$ cat config.mk
export PLATFORM = sky130hd
export DESIGN_NAME = fifo_write_arbiter
export DESIGN_NICKNAME = d
export VERILOG_FILES = /design/src/rtl/fifo_arb_pkg.sv /design/src/rtl/fifo_write_arbiter_rr_picker.sv /design/src/rtl/fifo_write_arbiter.sv
export SDC_FILE = /design/constraint.sdc
export NUM_CORES = 1
export LEC_CHECK = 0
export CAP_MARGIN = 40
export CORE_AREA = 2 2 46 80
export CTS_CLUSTER_SIZE = 30
export DETAILED_ROUTE_END_ITERATION = 8
export DIE_AREA = 0 0 48 82
export GPL_ROUTABILITY_DRIVEN = 0
export PLACE_DENSITY = 0.74
export SLEW_MARGIN = 5
export SYNTH_ARGS = -nofsm -noshare
export SYNTH_HDL_FRONTEND = slang
export SYNTH_HIERARCHICAL = 1
export SYNTH_SLANG_ARGS = --single-unit
$ cat constraint.sdc
create_clock -name wclk -period 1.6 [get_ports wclk]
set_input_delay 0.32 -clock wclk [delete_from_list [all_inputs] [get_ports wclk]]
set_output_delay 0.32 -clock wclk [all_outputs]
set_load 0.02 [all_outputs]
$ cat src/rtl/fifo_arb_pkg.sv
// fifo_arb_pkg
// Shared definitions for the FIFO write-port arbiter and its round-robin
// picker: the arbiter state type, default parameter values and a width
// helper used to size the grant index and the burst/idle counters.
package fifo_arb_pkg;

  typedef enum logic [0:0] {
    IDLE  = 1'b0,
    BURST = 1'b1
  } arb_state_e;

  localparam int unsigned DEF_DATA_WIDTH   = 8;
  localparam int unsigned DEF_NUM_REQ      = 4;
  localparam int unsigned DEF_MAX_BURST    = 4;
  localparam int unsigned DEF_IDLE_TIMEOUT = 8;

  // Bits needed to hold the values 0..n-1, never less than one bit.
  function automatic int unsigned bits_for(input int unsigned n);
    return (n < 2) ? 1 : $clog2(n);
  endfunction

endpackage

$ cat src/rtl/fifo_write_arbiter_rr_picker.sv
// rr_picker
// Purely combinational round-robin selector. Scans the request vector
// starting one position after last_grant (wrapping modulo NUM_REQ) and
// returns the first asserted index.
//   req        : request vector, one bit per requester
//   last_grant : index granted most recently
//   any_req    : at least one request bit is set
//   pick       : chosen index (meaningful only when any_req is high)
module rr_picker
  import fifo_arb_pkg::*;
#(
  parameter int unsigned NUM_REQ = DEF_NUM_REQ
) (
  input  logic [NUM_REQ-1:0]         req,
  input  logic [$clog2(NUM_REQ)-1:0] last_grant,
  output logic                       any_req,
  output logic [$clog2(NUM_REQ)-1:0] pick
);

  localparam int unsigned IW = bits_for(NUM_REQ);

  assign any_req = |req;

  always_comb begin
    logic             found;
    logic [IW-1:0]    idx;
    found = 1'b0;
    idx   = '0;
    pick  = '0;
    for (int unsigned off = 1; off <= NUM_REQ; off++) begin
      idx = IW'((32'(last_grant) + off) % NUM_REQ);
      if (!found && req[idx]) begin
        found = 1'b1;
        pick  = idx;
      end
    end
  end

endmodule

$ cat src/rtl/fifo_write_arbiter.sv
// fifo_write_arbiter
// Round-robin arbiter sharing one asynchronous-FIFO write port among
// NUM_REQ producers in the write clock domain. A granted producer may
// write up to MAX_BURST beats; the grant ends on its last beat, on the
// beat limit, or after IDLE_TIMEOUT consecutive cycles with valid low.
// Every burst end is followed by one IDLE cycle before the next grant.
//   wclk, wrst : write clock, asynchronous active-high reset
//   req_valid  : per-producer beat valid
//   req_last   : per-producer last beat of burst
//   req_data   : per-producer data, producer i at [i*DATA_WIDTH +: DATA_WIDTH]
//   req_ready  : per-producer beat accept (only the granted producer)
//   full       : FIFO full flag, consumed combinationally
//   wen        : FIFO write enable
//   data_in    : FIFO write data (granted producer's data, 0 when idle)
//   grant_id   : current or most recently granted producer
//   busy       : a grant is active
module fifo_write_arbiter
  import fifo_arb_pkg::*;
#(
  parameter int unsigned DATA_WIDTH   = DEF_DATA_WIDTH,
  parameter int unsigned NUM_REQ      = DEF_NUM_REQ,
  parameter int unsigned MAX_BURST    = DEF_MAX_BURST,
  parameter int unsigned IDLE_TIMEOUT = DEF_IDLE_TIMEOUT
) (
  input  logic                          wclk,
  input  logic                          wrst,
  input  logic [NUM_REQ-1:0]            req_valid,
  input  logic [NUM_REQ-1:0]            req_last,
  input  logic [NUM_REQ*DATA_WIDTH-1:0] req_data,
  output logic [NUM_REQ-1:0]            req_ready,
  input  logic                          full,
  output logic                          wen,
  output logic [DATA_WIDTH-1:0]         data_in,
  output logic [$clog2(NUM_REQ)-1:0]    grant_id,
  output logic                          busy
);

  localparam int unsigned IW = bits_for(NUM_REQ);
  localparam int unsigned BW = bits_for(MAX_BURST + 1);
  localparam int unsigned TW = bits_for(IDLE_TIMEOUT + 1);

  localparam logic [BW-1:0] BEAT_FINAL = BW'(MAX_BURST - 1);
  localparam logic [TW-1:0] TO_LIMIT   = TW'(IDLE_TIMEOUT);
  localparam logic [IW-1:0] LAST_INIT  = IW'(NUM_REQ - 1);

  arb_state_e                state;
  logic [IW-1:0]             last_grant;
  logic [BW-1:0]             beat_cnt;
  logic [TW-1:0]             to_cnt;
  logic [TW-1:0]             to_next;

  logic                      any_req;
  logic [IW-1:0]             pick;

  logic                      in_burst;
  logic                      sel_valid;
  logic                      sel_last;
  logic [DATA_WIDTH-1:0]     sel_data;
  logic                      xfer;
  logic                      end_by_beat;
  logic                      end_by_idle;

  rr_picker #(
    .NUM_REQ (NUM_REQ)
  ) u_picker (
    .req        (req_valid),
    .last_grant (last_grant),
    .any_req    (any_req),
    .pick       (pick)
  );

  // Granted producer's lanes.
  always_comb begin
    sel_valid = req_valid[grant_id];
    sel_last  = req_last[grant_id];
    sel_data  = req_data[grant_id*DATA_WIDTH +: DATA_WIDTH];
  end

  assign in_burst = (state == BURST);
  assign busy     = in_burst;

  always_comb begin
    req_ready = '0;
    if (in_burst) begin
      req_ready[grant_id] = ~full;
    end
  end

  // full gates the write in the same cycle, so wen can never rise while full.
  assign xfer    = in_burst & sel_valid & ~full;
  assign wen     = xfer;
  assign data_in = in_burst ? sel_data : '0;

  assign end_by_beat = xfer & (sel_last | (beat_cnt == BEAT_FINAL));

  // Only cycles with valid low advance the idle count; a full stall with
  // valid high leaves it untouched.
  assign to_next     = to_cnt + 1'b1;
  assign end_by_idle = in_burst & ~sel_valid & (to_next == TO_LIMIT);

  always_ff @(posedge wclk or posedge wrst) begin
    if (wrst) begin
      state      <= IDLE;
      grant_id   <= '0;
      last_grant <= LAST_INIT;
      beat_cnt   <= '0;
      to_cnt     <= '0;
    end else begin
      case (state)
        IDLE: begin
          if (any_req) begin
            state    <= BURST;
            grant_id <= pick;
            beat_cnt <= '0;
            to_cnt   <= '0;
          end
        end
        BURST: begin
          if (xfer) begin
            to_cnt <= '0;
            if (end_by_beat) begin
              state      <= IDLE;
              last_grant <= grant_id;
              beat_cnt   <= '0;
            end else begin
              beat_cnt <= beat_cnt + 1'b1;
            end
          end else if (!sel_valid) begin
            if (end_by_idle) begin
              state      <= IDLE;
              last_grant <= grant_id;
              beat_cnt   <= '0;
              to_cnt     <= '0;
            end else begin
              to_cnt <= to_next;
            end
          end
        end
        default: begin
          state <= IDLE;
        end
      endcase
    end
  end

endmodule

==> images/layer_met3.png <==
Scale bar: 10 um.
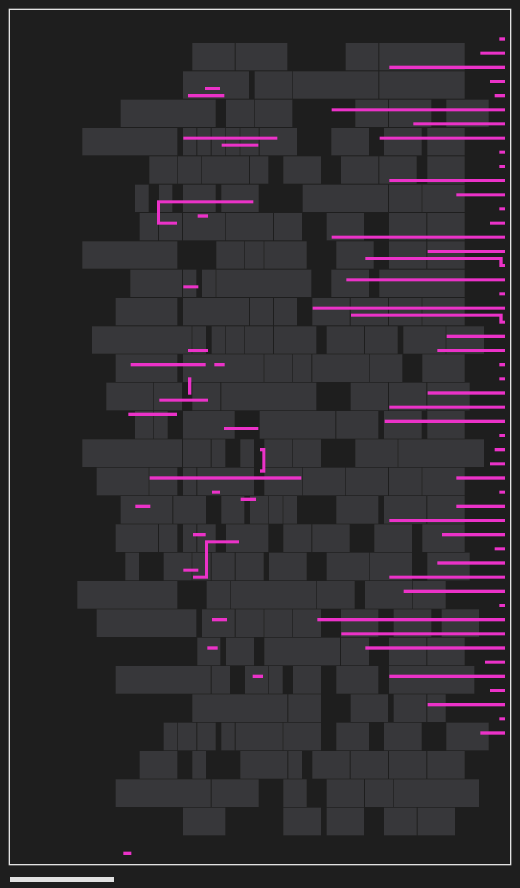
67 nets have wire on it. The longest straight run is 18.2 um. The layer holds 10% of the routed length. The wires run mostly horizontal. The layer carries 404 um of wire.

==> images/layer_met2.png <==
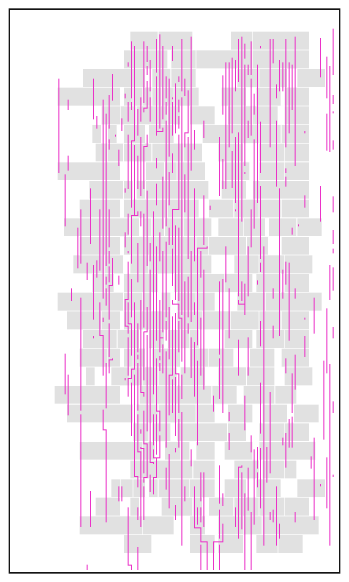
The layer holds 51% of the routed length. The layer carries 2,070 um of wire.

==> images/congestion.png <==
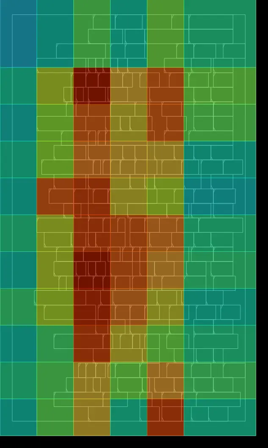
GRT Total Usage: 19.6%
GRT met2 Usage: 34.1%
GRT busiest layer: met2
wire per inst: 16.2 um
met3 Resource Use GR: 3.52%

==> images/clk_routes.png <==
Scale bar: 10 um.
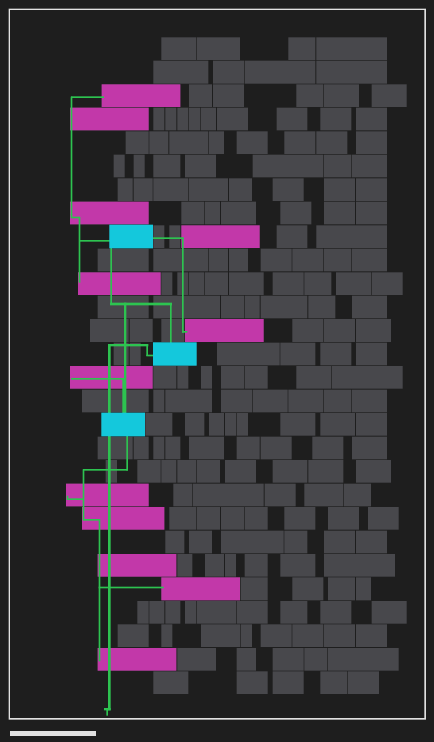
flip-flops: shown in magenta, count 12. clock drivers: shown in cyan, count 3. clock wires: shown in green, length 194 um.
There are 4 routed clock nets.

==> results.sh <==
# yosys + openroad results
export IMPL_status="complete, but fails checks"
export IMPL_violations="setup timing"
export IMPL_compound_area_share_pct=20.1
export IMPL_p_seq_share_pct=16.3
export IMPL_skew_ns=0.00411
export IMPL_crit_path_end_kind="flip-flop"
export IMPL_met3_length_um=403
export IMPL_n_all_buffers=85
export IMPL_clock_sinks=12
export IMPL_pg_clk_mw=0.280
export IMPL_combGateArea_um2=920
export IMPL_synth_area_per_cell_um2=9.51
export IMPL_hp_class="input port to asynchronous set/reset pin"
export IMPL_largest_reg_flops=4
export IMPL_wl_met1_um=1380
export IMPL_p_clk_share_pct=7.8
export IMPL_clock_path_buffers=2
export IMPL_drc=0
export IMPL_gr_total_overflow=0
export IMPL_fmax_ghz=0.514
export IMPL_drive_gt1_share_pct=44.8
export IMPL_peakVddDrop_v=0.000854
export IMPL_yosys_area_share_simple_pct=21.5
export IMPL_initialDrtViolationCount=25
export IMPL_regArea_um2=305
export IMPL_power_leader="combinational logic"
export IMPL_comb_cells=95
export IMPL_path_cells="buf_6 -> mux4_2 -> a211o_4 -> a31oi_4 -> o22ai_2"
export IMPL_sh_comb_area_pct=41.9
export IMPL_hold_viol_final=0
export IMPL_lay_top_count="clkdlybuf4s50_1"
export IMPL_topCellsByArea="dfrtp_1 (22%), mux4_2 (16%), dfstp_2 (4.6%)"
export IMPL_area_delta_synth_final_pct=92.3
export IMPL_core_area_mm2=0.00333
export IMPL_wirelength_um=4030
export IMPL_synth_edff_count=0
export IMPL_dpl_hpwl_um=2940
export IMPL_grt_antenna_before_repair=0
export IMPL_finalClockPeriodUsage_pct=122
export IMPL_grt_max_degree=23
export IMPL_final_min_clock_period_ns=1.95
export IMPL_finalSetupViolCount=23
export IMPL_vias=1330
export IMPL_die_x_um=48
export IMPL_cts_htree_levels=1
export IMPL_ys_flops=12
export IMPL_synthFlopType="dfrtp_1"
export IMPL_p_seq_mw=0.587
export IMPL_timing_final_ws_setup_ns=-0.346
export IMPL_cts_root_buf="clkbuf_8"
export IMPL_slew_violations=0
export IMPL_leakagePower_nw=0.912
export IMPL_final_util_pct=65.9
export IMPL_ys_cells=120
export IMPL_worstPathMaxFanout=5
export IMPL_cts_tree="done"
export IMPL_warnings=29
export IMPL_nets=250
export IMPL_reg2reg_depth=5
export IMPL_initCoreUtil_pct=34.3
export IMPL_final_area_mm2=0.00219
export IMPL_clkbuf_count=4
export IMPL_startpoint_type="flip-flop"
